==> run_1/clocks.png <==
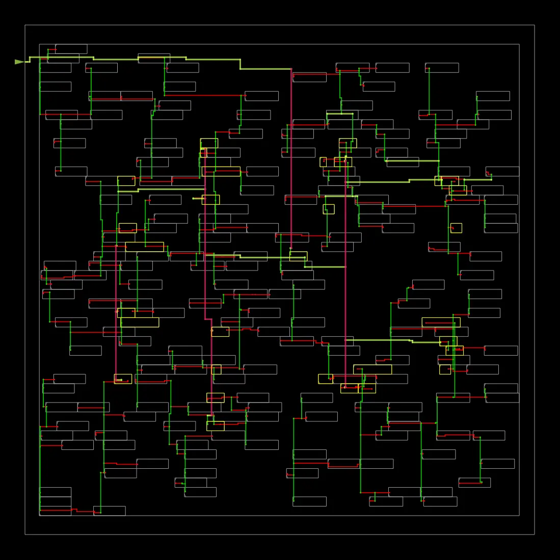
==> run_1/layer_met4.png <==
Drawn at 2 px/micron.
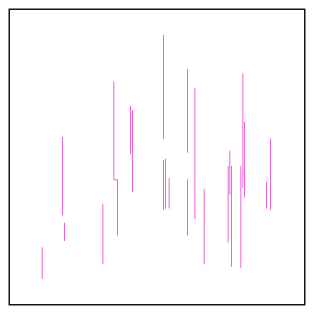
==> run_1/io_placement.png <==
Drawn at 2 px/micron. Pins as bars across the die edge, other pins in grey.
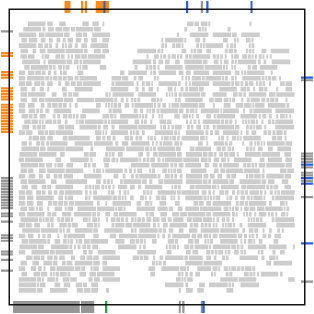
`src/rtl/branch_predictor_table_pkg.sv`:
```
// Shared types and default widths for the branch direction predictor and the
// pipeline registers that carry its checkpoint tag.
package branch_predictor_table_pkg;

    localparam int unsigned BP_IDX_W    = 6;
    localparam int unsigned BP_CTR_BITS = 2;
    localparam int unsigned BP_GHR_BITS = 4;
    localparam int unsigned BP_STAT_W   = 32;

    typedef struct packed {
        logic [BP_IDX_W-1:0]    index;
        logic [BP_GHR_BITS-1:0] ghr;
    } bp_tag_t;

endpackage

```
`src/rtl/branch_predictor_table_sat_counter.sv`:
```
// Up/down saturating counter with asynchronous reset to a parameter value.
module sat_counter #(
    parameter int unsigned         CTR_BITS = 2,
    parameter logic [CTR_BITS-1:0] RST_VAL  = '0
) (
    input  logic                Clock,
    input  logic                nReset,
    input  logic                i_en,
    input  logic                i_up,
    output logic [CTR_BITS-1:0] o_count
);

    logic [CTR_BITS-1:0] r_count;

    always_ff @(posedge Clock or negedge nReset) begin
        if (!nReset) begin
            r_count <= RST_VAL;
        end else if (i_en) begin
            if (i_up && (r_count != '1)) begin
                r_count <= r_count + CTR_BITS'(1);
            end else if (!i_up && (r_count != '0)) begin
                r_count <= r_count - CTR_BITS'(1);
            end
        end
    end

    assign o_count = r_count;

endmodule

```
`src/rtl/branch_predictor_table.sv`:
```
// Direction predictor: table of saturating counters, bimodal or gshare indexed,
// with speculative global history, mispredict repair and saturating statistics.
module branch_predictor_table
    import branch_predictor_table_pkg::*;
#(
    parameter int unsigned IDX_W    = BP_IDX_W,
    parameter int unsigned CTR_BITS = BP_CTR_BITS,
    parameter int unsigned GHR_BITS = BP_GHR_BITS,
    parameter int unsigned GSHARE   = 0,
    parameter int unsigned STAT_W   = BP_STAT_W
) (
    input  logic              Clock,
    input  logic              nReset,
    input  logic              lookup_valid,
    input  logic [31:0]       lookup_pc,
    output logic              pred_taken,
    output bp_tag_t           pred_tag,
    input  logic              resolve_valid,
    input  logic              resolve_taken,
    input  logic              resolve_pred,
    input  bp_tag_t           resolve_tag,
    output logic              mispredict,
    output logic [STAT_W-1:0] stat_lookups,
    output logic [STAT_W-1:0] stat_mispredicts
);

    localparam int unsigned         ENTRIES = 2 ** IDX_W;
    localparam logic [CTR_BITS-1:0] CTR_RST = CTR_BITS'((2 ** (CTR_BITS - 1)) - 1);

    logic [GHR_BITS-1:0] r_ghr;
    logic [STAT_W-1:0]   r_lookups;
    logic [STAT_W-1:0]   r_mispredicts;
    logic [IDX_W-1:0]    w_idx;
    logic [IDX_W-1:0]    w_res_idx;
    logic [GHR_BITS-1:0] w_res_ghr;
    logic                w_misp;
    logic [CTR_BITS-1:0] w_ctr [ENTRIES];
    logic                w_unused_pc;

    assign w_unused_pc = ^{lookup_pc[31:IDX_W+2], lookup_pc[1:0]};

    // Lookup index: PC word bits, optionally hashed with zero-extended history.
    always_comb begin
        w_idx = lookup_pc[IDX_W+1:2];
        if (GSHARE != 0) begin
            w_idx = w_idx ^ IDX_W'(r_ghr);
        end
    end

    assign w_res_idx = IDX_W'(resolve_tag.index);
    assign w_res_ghr = GHR_BITS'(resolve_tag.ghr);
    assign w_misp    = resolve_valid && (resolve_taken != resolve_pred);

    for (genvar gi = 0; gi < ENTRIES; gi++) begin : g_entry
        sat_counter #(
            .CTR_BITS (CTR_BITS),
            .RST_VAL  (CTR_RST)
        ) u_ctr (
            .Clock   (Clock),
            .nReset  (nReset),
            .i_en    (resolve_valid && (w_res_idx == IDX_W'(gi))),
            .i_up    (resolve_taken),
            .o_count (w_ctr[gi])
        );
    end

    // Read returns the pre-update counter; no bypass from a same-cycle resolve.
    always_comb begin
        pred_taken     = w_ctr[w_idx][CTR_BITS-1];
        pred_tag       = '0;
        pred_tag.index = BP_IDX_W'(w_idx);
        pred_tag.ghr   = BP_GHR_BITS'(r_ghr);
    end

    assign mispredict = w_misp;

    // Repair on mispredict wins over the wrong-path speculative shift.
    always_ff @(posedge Clock or negedge nReset) begin
        if (!nReset) begin
            r_ghr <= '0;
        end else if (GSHARE != 0) begin
            if (w_misp) begin
                r_ghr <= GHR_BITS'({w_res_ghr, resolve_taken});
            end else if (lookup_valid) begin
                r_ghr <= GHR_BITS'({r_ghr, pred_taken});
            end
        end
    end

    always_ff @(posedge Clock or negedge nReset) begin
        if (!nReset) begin
            r_lookups     <= '0;
            r_mispredicts <= '0;
        end else begin
            if (lookup_valid && !w_misp && (r_lookups != '1)) begin
                r_lookups <= r_lookups + STAT_W'(1);
            end
            if (w_misp && (r_mispredicts != '1)) begin
                r_mispredicts <= r_mispredicts + STAT_W'(1);
            end
        end
    end

    assign stat_lookups     = r_lookups;
    assign stat_mispredicts = r_mispredicts;

endmodule

```
`config.mk`:
```
export PLATFORM = sky130hd
export DESIGN_NAME = branch_predictor_table
export DESIGN_NICKNAME = d
export VERILOG_FILES = /design/src/rtl/branch_predictor_table_pkg.sv /design/src/rtl/branch_predictor_table_sat_counter.sv /design/src/rtl/branch_predictor_table.sv
export SDC_FILE = /design/constraint.sdc
export NUM_CORES = 1
export LEC_CHECK = 0
export CORE_MARGIN = 4
export CORE_UTILIZATION = 55
export CTS_BUF_LIST = sky130_fd_sc_hd__clkbuf_8
export DETAILED_ROUTE_END_ITERATION = 7
export PLACE_DENSITY = 0.79
export RECOVER_POWER = 25
export SLEW_MARGIN = 20
export SYNTH_ARGS = -nofsm -noshare
export SYNTH_HDL_FRONTEND = slang
export SYNTH_SLANG_ARGS = --single-unit
```
`constraint.sdc`:
```
create_clock -name Clock -period 2.3 [get_ports Clock]
set_clock_uncertainty 0.05 [all_clocks]
set_input_delay 0.23 -clock Clock [delete_from_list [all_inputs] [get_ports Clock]]
set_output_delay 0.23 -clock Clock [all_outputs]
set_load 0.02 [all_outputs]
```
==> results.json, run 1 <==
{
  "number_of_core_rows": 50,
  "grt.met2_usage": 0.408,
  "max-vdd-ir-drop_mv": 0.516,
  "chipWidth_microns": 147,
  "tritoncts": "built",
  "common_cells": "nor2_1, o21ai_0, dfrtp_1, nand2_1, a21oi_1",
  "p_seq_mw": 3.96,
  "use_met3": 0.0413,
  "crit_top_cell": "buf_4",
  "synthXorXnorAreaFrac": 0.0519,
  "relSlewSlack": 0.239,
  "stage_log_warnings": 58,
  "endpoint_type_of_the_worst_setup_path": "primary output",
  "global_route_wire_length_before_repair_mm": 46.2,
  "worstHoldPathType": "input pin to register",
  "violations_in_the_final_reports": "setup timing",
  "finalCoreUtilization": 0.691,
  "clock-root-buffer": "clkbuf_8",
  "power.combinational.fraction": 0.159,
  "maxPowerGroup": "sequential cells",
  "post_synth_regs": 192,
  "pwr.group.clock_mw": 2.56,
  "status": "finished with violations",
  "grt_setup_unrepaired": "yes",
  "slowest_stage": "mux4_2",
  "power_frac_seq": 0.511,
  "yosys.area_share.aoi": 0.189,
  "final.signal_buffer_count": 206,
  "routedLengthMet1_mm": 11.9,
  "num-multi-input-gates": 916,
  "layout_setup_ws_ns": -0.341,
  "final.min_clock_period_ns": 2.64,
  "gr-max-usage-layer": "met2",
  "seq_cells": 192,
  "non_clock_inverter_count": 6,
  "max_freq_ghz": 0.379,
  "layout.area.seq_sq_um": 4880,
  "hold_slack_ns": 0.231,
  "clk_path_buf_depth": 2,
  "setup_violators_final": 1,
  "crit_type": "register to primary output",
  "pre_cts_ws_ns": -0.846,
  "core_region_area_sq_um": 18800,
  "cts-hold-fix-buffers": 1,
  "drive_gt1_frac": 0.187,
  "postSynthCellCount": 1173,
  "htreeDepth": 4,
  "timing.critical_path.fanout_max": 2,
  "hold_path.startpoint": "resolve_taken",
  "vias": 9678,
  "cap_violations": 0,
  "fp.dieH_microns": 147,
  "pwr_density_cell_nw_per_um2": 596,
  "ant_nets": 0,
  "drt_pre_antenna_iters": 5,
  "clock_cell_area_share": 0.0352,
  "crit_chain": "mux4_2, o211ai_1, buf_4, a21oi_2, a2111oi_2, nor2_1, buf_4",
  "postSynth.topFlopCell": "dfrtp_1",
  "area.share.sequential": 0.375,
  "non_filler_cell_area_final_sq_um": 13000
}
Notes on clocks.png above:
clock latency at the later pin of the worst-skew pair: 0.47 ns
# clk buffers: 18

Notes on layer_met4.png above:
The layer carries 828 microns of wire. The layer holds 3.0% of the routed length. 19 nets have wire on it. The longest straight run is 65.3 microns.

Notes on io_placement.png above:
`pred_tag`: drawn in blue, pins 10, direction output, edge 5 east, 4 north, 1 south. `stat_lookups`: drawn in orange, pins 32, direction output, edge 21 west, 11 north. `resolve_taken`: drawn in green, pins 1, direction input, edge south.
All pins by edge: 48 south, 44 west, 16 east, 16 north.

==> run 2: changes to the inputs <==
--- a/config.mk
+++ b/config.mk
@@ -5,7 +5,7 @@
 export SDC_FILE = /design/constraint.sdc
 export NUM_CORES = 1
 export LEC_CHECK = 0
-export CORE_MARGIN = 4
+export CAP_MARGIN = 20
 export CORE_UTILIZATION = 55
 export CTS_BUF_LIST = sky130_fd_sc_hd__clkbuf_8
 export DETAILED_ROUTE_END_ITERATION = 7
==> run 2 against run 1 <==
- the flow still finishes with violations (setup timing)
- global-route usage rose by 2.8 points
- final cell count is the same
- critical path depth is 2 lower
- maximum frequency increased by 2.3%
- clock power shrank 13%
- combinational power is essentially flat
- routed wire length is 0.30% higher
- synthesized area did not move
- largest cell class unchanged
- largest power group unchanged
==> results.json, run 2 <==
{
  "setup_tns_ns": -0.281,
  "cts_sinks": 192,
  "yosys.area_share.aoi": 0.189,
  "synthXorXnorAreaFrac": 0.0519,
  "area.share.sequential": 0.376,
  "cap_violations": 0,
  "layout.area.seq_sq_um": 4880,
  "crit_chain": "mux4_2, mux2_2, a2111oi_4, nor2_2, buf_6",
  "chipWidth_microns": 141,
  "worstHoldPathType": "input pin to register",
  "clk_path_buf_depth": 2,
  "drt_pre_antenna_iters": 5,
  "drive_gt1_frac": 0.189,
  "finalCoreUtilization": 0.690,
  "final.min_clock_period_ns": 2.58,
  "clock_cell_area_share": 0.0299,
  "crit_type": "register to primary output",
  "yosys_cells": 1173,
  "final.signal_buffer_count": 205,
  "p_seq_mw": 3.96,
  "pwr_density_cell_nw_per_um2": 572,
  "hold_slack_ns": 0.206,
  "htreeDepth": 4,
  "timing.critical_path.fanout_max": 2,
  "postSynth.topFlopCell": "dfrtp_1",
  "num-multi-input-gates": 916,
  "pre_cts_ws_ns": -0.750,
  "non_filler_cell_area_final_sq_um": 13000,
  "power.combinational.fraction": 0.165,
  "power_frac_seq": 0.533,
  "post_synth_regs": 192,
  "violations_in_the_final_reports": "setup timing",
  "common_cells": "nor2_1, o21ai_0, dfrtp_1, nand2_1, a21oi_1",
  "setup_violators_final": 1,
  "fp.dieH_microns": 141,
  "ant_nets": 0,
  "postSynthCellCount": 1173,
  "cts-hold-fix-buffers": 1,
  "status": "finished with violations",
  "floorplanUtilization": 0.564,
  "endpoint_type_of_the_worst_setup_path": "primary output",
  "global_route_wire_length_before_repair_mm": 44.8,
  "stage_log_warnings": 58,
  "layout_setup_ws_ns": -0.281,
  "max-vdd-ir-drop_mv": 0.439,
  "max_freq_ghz": 0.387,
  "routedLengthMet1_mm": 12.2,
  "gr-max-usage-layer": "met2",
  "relSlewSlack": 0.0342,
  "slowest_stage": "mux4_2",
  "avgViaCountPerCell": 5.97,
  "grt_setup_unrepaired": "yes",
  "tritoncts": "built",
  "clock_latency_ns": 0.49
}
==> run_2/clocks.png <==
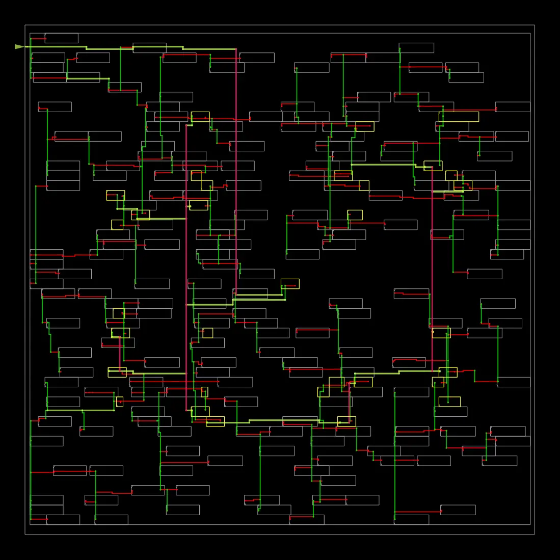
# clk buffers: 17
power in the clock group: 2.24 mW
sequential cell count of the final layout: 192
clock buffer count from CTS: 17

Power is estimated from default activity; no workload was simulated.
